<file path="src/rtl/pulse_shaper_pkg.sv">
// Shared constants for the pulse_shaper block: retrigger mode encodings.
package pulse_shaper_pkg;

  localparam int PULSE_SHAPER_MODE_W = 2;

  localparam logic [PULSE_SHAPER_MODE_W-1:0] PULSE_SHAPER_MODE_RESTART    = 2'd0;
  localparam logic [PULSE_SHAPER_MODE_W-1:0] PULSE_SHAPER_MODE_IGNORE     = 2'd1;
  localparam logic [PULSE_SHAPER_MODE_W-1:0] PULSE_SHAPER_MODE_ACCUMULATE = 2'd2;

endpackage

</file>
<file path="src/rtl/pulse_shaper_channel.sv">
// One pulse_shaper channel: trigger detect, down-counter, optional hold-off
// window (PULSE_SHAPER_HOLDOFF_EN) and registered start/dropped flags.
module pulse_shaper_channel
  import pulse_shaper_pkg::*;
#(
  parameter int LENGTH_WIDTH   = 8,
  parameter int EDGE_TRIGGER   = 0,
  parameter int HOLDOFF_LENGTH = 4
) (
  input  logic                           clock,
  input  logic                           reset,
  input  logic                           trigger_in,
  input  logic [LENGTH_WIDTH-1:0]        length,
  input  logic [PULSE_SHAPER_MODE_W-1:0] mode,
  output logic                           pulse_out,
  output logic                           pulse_start,
  output logic                           trigger_dropped
);

  localparam logic [LENGTH_WIDTH-1:0] ONE = LENGTH_WIDTH'(1);

  if (HOLDOFF_LENGTH < 1 || LENGTH_WIDTH < 1) begin : g_param_check
    $error("pulse_shaper_channel: HOLDOFF_LENGTH and LENGTH_WIDTH must be >= 1");
  end

  logic [LENGTH_WIDTH-1:0] r_count;
  logic                    r_trigger_q;
  logic                    r_start;
  logic                    r_dropped;

  logic                    w_trig;
  logic                    w_active;
  logic                    w_in_holdoff;
  logic [LENGTH_WIDTH:0]   w_sum;
  logic [LENGTH_WIDTH-1:0] w_count_nxt;
  logic                    w_start_nxt;
  logic                    w_dropped_nxt;

  assign w_trig   = ((EDGE_TRIGGER != 0) ? (trigger_in & ~r_trigger_q) : trigger_in)
                    && (length != '0);
  assign w_active = (r_count != '0);
  // r_count >= 1 whenever this is used, so the decrement cannot wrap.
  assign w_sum    = ({1'b0, r_count} - {1'b0, ONE}) + {1'b0, length};

`ifdef PULSE_SHAPER_HOLDOFF_EN
  localparam int HW = $clog2(HOLDOFF_LENGTH + 1);
  logic [HW-1:0] r_holdoff;

  assign w_in_holdoff = (r_holdoff != '0);

  always_ff @(posedge clock or posedge reset) begin
    if (reset) begin
      r_holdoff <= '0;
    end else if (r_count == ONE && w_count_nxt == '0) begin
      r_holdoff <= HW'(HOLDOFF_LENGTH);
    end else if (w_in_holdoff) begin
      r_holdoff <= r_holdoff - HW'(1);
    end
  end
`else
  assign w_in_holdoff = 1'b0;
`endif

  always_comb begin
    w_count_nxt   = w_active ? (r_count - ONE) : r_count;
    w_start_nxt   = 1'b0;
    w_dropped_nxt = 1'b0;
    if (w_trig) begin
      if (!w_active) begin
        if (w_in_holdoff) begin
          w_dropped_nxt = 1'b1;
        end else begin
          w_count_nxt = length;
          w_start_nxt = 1'b1;
        end
      end else begin
        case (mode)
          PULSE_SHAPER_MODE_IGNORE:     w_dropped_nxt = 1'b1;
          PULSE_SHAPER_MODE_ACCUMULATE: w_count_nxt = w_sum[LENGTH_WIDTH] ? '1
                                                      : w_sum[LENGTH_WIDTH-1:0];
          default:                      w_count_nxt = length;
        endcase
      end
    end
  end

  always_ff @(posedge clock or posedge reset) begin
    if (reset) begin
      r_count     <= '0;
      r_trigger_q <= 1'b0;
      r_start     <= 1'b0;
      r_dropped   <= 1'b0;
    end else begin
      r_count     <= w_count_nxt;
      r_trigger_q <= trigger_in;
      r_start     <= w_start_nxt;
      r_dropped   <= w_dropped_nxt;
    end
  end

  assign pulse_out       = w_active;
  assign pulse_start     = r_start;
  assign trigger_dropped = r_dropped;

endmodule

</file>
<file path="src/rtl/pulse_shaper.sv">
// Multi-channel programmable pulse stretcher. Optional hold-off window is
// enabled by defining PULSE_SHAPER_HOLDOFF_EN.
module pulse_shaper
  import pulse_shaper_pkg::*;
#(
  parameter int CHANNELS       = 4,
  parameter int LENGTH_WIDTH   = 8,
  parameter int EDGE_TRIGGER   = 0,
  parameter int HOLDOFF_LENGTH = 4
) (
  input  logic                           clock,
  input  logic                           reset,
  input  logic [CHANNELS-1:0]            trigger_in,
  input  logic [LENGTH_WIDTH-1:0]        length,
  input  logic [PULSE_SHAPER_MODE_W-1:0] mode,
  output logic [CHANNELS-1:0]            pulse_out,
  output logic [CHANNELS-1:0]            pulse_start,
  output logic [CHANNELS-1:0]            trigger_dropped,
  output logic                           busy
);

  for (genvar g = 0; g < CHANNELS; g++) begin : g_ch
    pulse_shaper_channel #(
      .LENGTH_WIDTH  (LENGTH_WIDTH),
      .EDGE_TRIGGER  (EDGE_TRIGGER),
      .HOLDOFF_LENGTH(HOLDOFF_LENGTH)
    ) u_channel (
      .clock          (clock),
      .reset          (reset),
      .trigger_in     (trigger_in[g]),
      .length         (length),
      .mode           (mode),
      .pulse_out      (pulse_out[g]),
      .pulse_start    (pulse_start[g]),
      .trigger_dropped(trigger_dropped[g])
    );
  end

  assign busy = |pulse_out;

endmodule
</file>
<file path="config.mk">
export PLATFORM = sky130hd
export DESIGN_NAME = pulse_shaper
export DESIGN_NICKNAME = d
export VERILOG_FILES = /design/src/rtl/pulse_shaper_pkg.sv /design/src/rtl/pulse_shaper_channel.sv /design/src/rtl/pulse_shaper.sv
export SDC_FILE = /design/constraint.sdc
export NUM_CORES = 1
export LEC_CHECK = 0
export CAP_MARGIN = 15
export CORE_MARGIN = 1
export CORE_UTILIZATION = 40
export DETAILED_ROUTE_END_ITERATION = 10
export GPL_TIMING_DRIVEN = 0
export SYNTH_ARGS = -nofsm -noshare
export SYNTH_HDL_FRONTEND = slang
export SYNTH_HIERARCHICAL = 1
export SYNTH_SLANG_ARGS = --single-unit
</file>
<file path="constraint.sdc">
create_clock -name clock -period 2.25 [get_ports clock]
set_input_delay 0.45 -clock clock [delete_from_list [all_inputs] [get_ports clock]]
set_output_delay 0.45 -clock clock [all_outputs]
set_load 0.05 [all_outputs]
</file>
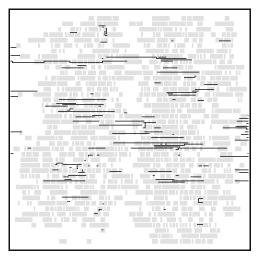
*Signal wires on met3, run 1*
(2 px per um)
main direction: horizontal
longest straight run: 37.3 um
vias: 5799
global routing usage on met3: 3.09%
Routed Wire Length: 18400 um

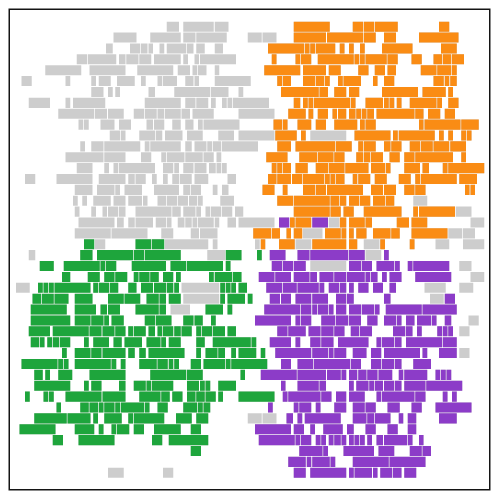
*Sub-block map, run 1*
(4 px per um) Other cells in gray.
| color | instance | cells |
|---|---|---|
| orange | `g_ch[1].u_channel` | 201 |
| green | `g_ch[2].u_channel` | 197 |
| purple | `g_ch[3].u_channel` | 207 |
not colored: 218
final std cells w/o fill: 999
core occupancy in the finished layout: 60.8%
area of the chip: 14300 sq um

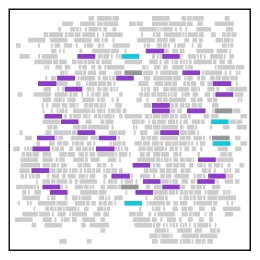
*Where the registers sit, run 1*
(2 px per um) Other sequential cells in the stronger gray, the rest of the logic in the fainter gray.
| color | signal | flops |
|---|---|---|
| cyan | `g_ch.u_channel/trigger_dropped` | 4 |
| purple | `g_ch.u_channel/r_count` | 32 |
not colored: 4
total sequential power: 1.34 mW
Register Area: 1010 sq um
proportion of cell area occupied by registers: 12.4%

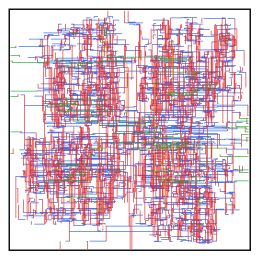
*Metal layers overlaid, run 1*
(2 px per um)
| color | layer | wire length |
|---|---|---|
| orange | M4 | 290 um |
| red | M2 | 9130 um |
| green | M3 | 870 um |
| blue | M1 | 8140 um |
overall routing resource usage: 25.0%
routed len/inst: 18.5 um

-- run 1: per-layer routing --
metal	vias up	wire [um]	GRT usage, %
li1	2716	-	-
met1	2862	8140	32.0
met2	186	9130	44.0
met3	35	870	3.09
met4	0	289	6.95
met5	-	0	0
-- run 1: placed cells by master (no fill, tap or decap), drive strengths merged, types with 7 or more instances in the layout --
cell	count
inv	156
buf	109
ha	76
nand2	44
dfrtp	40
a21oi	34
nor2	31
o21ai	28
xnor2	26
nor3	18
clkdlybuf4s50	13
nor2b	13
o211ai	12
o21a	12
nor4	12
nand3	11
xor2	10
clkbuf	10
a32oi	9
or3	9
and3	7
mux2i	7
o31ai	7
a21boi	7
-- run 1: critical path, delay by kind of cell, from the launching register on --
family	cells	cell delay, ns
simple gates	3	0.92
flops	1	0.40
fa+ha+maj	1	0.13
buf+inv	4	0.43
-- run 1: registers in the layout, indices dropped and copies added, names as in the netlist --
register                        flops
g_ch.u_channel/r_count             32
g_ch.u_channel/pulse_start          4
g_ch.u_channel/trigger_dropped      4
-- run 1: kinds of logic (layout without fill, tap and decap cells) --
kind of cell | after synthesis | after routing | synth area share, %
flops | 40 | 40 | 18.0
mux | 9 | 9 | 1.67
simple gates | 185 | 185 | 19.7
fa+ha+maj | 80 | 80 | 18.6
xor+xnor | 36 | 36 | 5.68
buf+inv | 165 | 293 | 11.6
compound gates | 180 | 180 | 24.7
-- run 1: worst paths after layout --
kind,cells after the start,endpoint
setup reg to reg,12,g_ch[3].u_channel/r_count[2]
hold reg to reg,2,g_ch[0].u_channel/r_count[0]
max in group asynchronous,2,g_ch[0].u_channel/r_count[2]
hold / removal,3,g_ch[2].u_channel/r_count[6]
setup / recovery,8,busy
min in group asynchronous,2,g_ch[1].u_channel/trigger_dropped
-- run 1: report_power, final --
| part | switching [mW] | internal (mW) |
|---|---|---|
| logic | 4.98 | 5.00 |
| registers | 0.338 | 1.00 |
| clock network | 0.328 | 0.586 |
-- run 1: area by class of cell --
| cell class | instances | area [sq um] |
|---|---|---|
| clock buffer | 7 | 153 |
| fill | 1108 | 5250 |
| inverter | 157 | 628 |
| tap | 176 | 220 |
| timing repair buffer | 122 | 1100 |
| sequential | 40 | 1010 |
| multi-input combinational | 490 | 4960 |
| clock inverter | 1 | 30.0 |
| buffer | 6 | 45.0 |
-- run 1: what timing repair did --
item,CTS,global route
setup buffers,63,36
gates resized,197,100
pin swaps,34,53
setup endpoints to repair,40,35
==> notes.md, run 1 <==
Summary of the current implementation state.

- The number of nets in the finished design is 918, for reference.
- The final timing report gives a worst setup slack of -0.377 ns.
- The capturing element type of the critical path is a primary output, for reference.
- The peak supply drop is approximately 0.73 mV, for reference.
- The register area share after synthesis is 18.0%, for reference.
- The commonest cells after synthesis are 155 x sky130_fd_sc_hd__inv_1, 76 x sky130_fd_sc_hd__ha_1, 41 x sky130_fd_sc_hd__nand2_1.
- In the final layout, the share of cells above drive strength 1 is 40.1%.
- During I/O placement, the number of pins put on the boundary was 29.
- Per the post-route antenna check, the number of violating nets is 0.
- The fraction of synthesis flops using an asynchronous set or reset pin is 100%, for reference.
- Clock tree synthesis found a total of about 40 sinks.
- The hold buffer count at CTS is 0, for reference.
- Looking at the worst setup and hold paths, the clock pins of their registers show a slew of 0.06 ns.
- The maximum number of pins on one net before global-route repair is 14, for reference.
- Setup repair after global routing could not meet its margin everywhere.
- The die outline height is 120 um, for reference.
- Summing over the stages, the warning tally comes to 37.
- In this run the register-to-register setup slack is -0.33 ns.
- The deepest clock path buffer count is 2, for reference.
- For this run, the top clock speed supported by timing is between 300 and 400 MHz.
- Sorting the Yosys area breakdown by cell type puts at the top sky130_fd_sc_hd__dfrtp_1.
- The synthesized area is 5550 sq um, for reference.
- The tightest hold margin is 0.502 ns, for reference.
- The checks that failed: setup timing.
- By startpoint and endpoint, the worst setup path is classified as reg -> out.
- The final timing report counts setup violations totalling 24.
- The final weighted congestion recorded by global placement is 0.944.
- The synthesis-to-layout area growth is 46.9%, for reference.
- Counting every net in the synthesized netlist gives 791.
- Across the routed clock network, the largest skew measured is 0.00424 ns.
- The final critical-path required period is 2.63 ns, for reference.
- The Yosys chip area is 5550 sq um, for reference.
- The sum of negative setup slack is -3.29 ns, for reference.
- The synthesis report names the predominant flop master as sky130_fd_sc_hd__dfrtp_1.
- As reported, the later end of the worst-skew pair has a clock insertion delay of a little under 0.3 ns.
- The start point of the worst min-delay path is length[6], for reference.
- The tally of unique sky130hd cells used after synthesis is 91, for reference.
- The run finished, with violations left.
- The diode insertion count for antenna repair is 0, for reference.
- Across all checked pins, the minimum headroom to the slew limit is 50.8%.
- Per the GRT congestion report, total overflow comes to 0.
- In this run the clock root is driven by a sky130_fd_sc_hd__clkbuf_16.
- The placeable core area is ~13000 sq um, for reference.
- The CTS tree is done, for reference.
- Once the floorplan was initialized, standard cells occupied 41.4% of the core.
- The synthesized area divided by synthesized cell count is 7.98 sq um, for reference.
- Buffers placed on the I/O ports in this run total 28.
## Run 2: what changed since run 1
--- a/config.mk
+++ b/config.mk
@@ -6,7 +6,6 @@
 export NUM_CORES = 1
 export LEC_CHECK = 0
 export CAP_MARGIN = 15
-export CORE_MARGIN = 1
 export CORE_UTILIZATION = 40
 export DETAILED_ROUTE_END_ITERATION = 10
 export GPL_TIMING_DRIVEN = 0
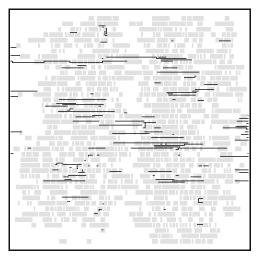
*Signal wires on met3, run 2*
(2 px per um)
wire length on this layer: 870 um
nets with wire on the layer: 84
share of all routed wire: 4.7%
main direction: horizontal

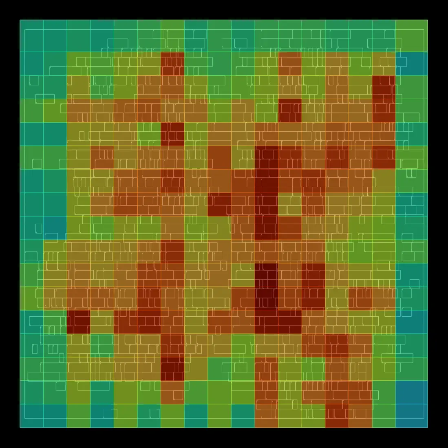
*Track usage over the die, run 2*
GRT met2 Usage: 44.0%
busiest grt layer: met2
met1 routing resource usage after global routing: 32.0%

==> run 2 against run 1 <==
Compared with the run above:
- the flow still finishes with violations (setup timing)
- wire length is the same
- highest routed layer unchanged
- design area unchanged
- non-clock buffer count unchanged
- clock power about the same
- die area unchanged
- maximum frequency is the same
- register-to-register slack barely moved
- sequential cell count did not move
- core utilization stayed put
- worst hold slack unchanged
- largest cell class unchanged
- clock skew did not move
==> notes.md, run 2 <==
Summary of the current implementation state.

- The flop-to-flop setup slack was -0.33 ns (about the same).
- The flip-flop count of the largest register, all copies and words added is 32 (unchanged), for reference.
- The depth of the critical timing path with buffers and inverters included is 8 (unchanged), for reference.
- The routability congestion estimate from global placement is 0.944 (unchanged), for reference.
- The peak supply drop is 0.731 mV (unchanged).
- The share of total power in combinational logic is 81.6% (about the same), for reference.
- The aggregate global-route resource usage came to 25.0% (unchanged).
- The and-or/or-and share of the synthesized area is 24.7% (unchanged), for reference.
- The final critical-path required period came to 2.63 ns (unchanged).
- The sequential group share of total power is 10.9% (about the same).
- The fraction of final layout cells sized beyond drive strength 1 was 40.1% (unchanged).
- The Yosys chip area is 5550 sq um (unchanged), for reference.
- The adder and majority cell fraction of the synthesized area is 18.6% (unchanged), for reference.
- TritonCTS built the clock tree.
- The remaining global-route overflow is 0 (unchanged), for reference.
- The register area share after synthesis is 18.0% (unchanged), for reference.
- The number of buffer cells added on primary ports is 28 (unchanged), for reference.
- The flow ran to the end, but the final reports show violations.
- The final wirelength is 18400 um (unchanged), for reference.
- The die outline height is 120 um (unchanged), for reference.
- The slack of the critical path came to -0.377 ns (unchanged).
- The starting density of the core is 41.4% (unchanged), for reference.
- The number of nets in the finished design came to 918 (unchanged).
- The buffer and inverter count on the worst path is 4 (unchanged), for reference.
- The maximum number of pins on one net before global-route repair is 14 (unchanged).
- The share of the core filled with cells in the final layout is 60.8% (unchanged), for reference.
- The top logic cell by instance count in the layout is sky130_fd_sc_hd__inv_1, for reference.
- The final reports fail on setup timing.
- The global routing met3 resource utilization was 3.09% (unchanged).
- The synthesis-to-layout area growth came to 46.9% (unchanged).
- The area share of and/or/nand/nor cells after synthesis was 19.7% (unchanged).
- The diode insertion count for antenna repair came to 0 (unchanged).
- The deepest clock path buffer count is 2 (unchanged), for reference.
- The number of top-level pins was 29 (unchanged).
- The placeable core area came to 13400 sq um (unchanged).
- The final tally of setup violations is 24 (unchanged).
- The tree is rooted in a sky130_fd_sc_hd__clkbuf_16.
- The routed wirelength normalized by instance count is 18.5 um (unchanged).
==> run 2: cell counts in the layout (fill, tap and decap cells not counted) <==
No cell type changed its count.
==> run 2: how the worst min path moves through the flow <==
stage | startpoint | endpoint | slack, ns | cells past startpoint
after global placement | g_ch[0].u_channel/r_count[0] | g_ch[0].u_channel/r_count[0] | 0.60 | 2
after global routing | length[6] | g_ch[2].u_channel/r_count[6] | 0.50 | 3
after floorplan | reset | g_ch[0].u_channel/pulse_start | 0.29 | 1
after CTS | length[6] | g_ch[2].u_channel/r_count[6] | 0.49 | 3
after detailed placement | g_ch[0].u_channel/r_count[0] | g_ch[0].u_channel/r_count[0] | 0.62 | 2
final | length[6] | g_ch[2].u_channel/r_count[6] | 0.50 | 3
==> run 2: cells by family (layout without fill, tap and decap cells) <==
group / after synthesis / count (layout)
muxes: 9 / 9
buffers and inverters: 165 / 293
and+or+nand+nor: 185 / 185
xor gates and xnor gates: 36 / 36
adders and majority gates: 80 / 80
AOI/OAI and AO/OA: 180 / 180
DFF: 40 / 40
==> run 2: stage by stage <==
stage	hold WS (ns)	TNS, ns
floorplan	0.290	-0.287
global placement	0.598	-43.39
detailed placement	0.617	-44.88
CTS	0.492	-2.80
global route	0.503	-5.47
finish	0.502	-3.29
==> run 2: layout make-up <==
type / instances / area [sq um] / area share [%]
multi-input cells: 490 / 4960 / 60.9
well taps: 176 / 220 / 2.70
repair buffers: 122 / 1100 / 13.5
clock buffers: 7 / 153 / 1.87
inverters: 157 / 628 / 7.71
clock inverters: 1 / 30.0 / 0.368
flip-flops and latches: 40 / 1010 / 12.4
plain buffers: 6 / 45.0 / 0.553
==> run 2: timing repair <==
action,4_1_cts,5_1_grt
setup endpoints to repair,40,35
pin swaps,34,53
hold buffers,0,0
resized,197,100
gates cloned,0,0
buffers inserted,63,36
==> run 2: metal layers <==
metal,vias up,part of all wire [%]
li1,2716,-
met1,2862,44
met2,186,50
met3,35,4.7
met4,0,1.6
met5,-,0
==> run 2: worst register-to-register path: stages (launching register included) <==
cell and delay [ns]:
sky130_fd_sc_hd__dfrtp_1 0.40, sky130_fd_sc_hd__inv_2 0.13, sky130_fd_sc_hd__buf_12 0.12, sky130_fd_sc_hd__ha_4 0.19, sky130_fd_sc_hd__inv_2 0.06, sky130_fd_sc_hd__ha_4 0.12
sky130_fd_sc_hd__inv_2 0.03, sky130_fd_sc_hd__fa_2 0.55, sky130_fd_sc_hd__inv_2 0.04, sky130_fd_sc_hd__or3_1 0.33, sky130_fd_sc_hd__mux2i_1 0.17, sky130_fd_sc_hd__o221ai_1 0.17
sky130_fd_sc_hd__o311a_1 0.14
==> run 2: power groups by stage <==
stage	clock, mW	combinational (mW)	sequential [mW]
floorplan	0	4.87	1.28
global placement	0	6.03	1.33
detailed placement	0	6.18	1.34
CTS	0.912	8.26	1.31
global route	0.939	10.8	1.37
finish	0.914	9.99	1.34
Power is estimated from default activity; no workload was simulated.
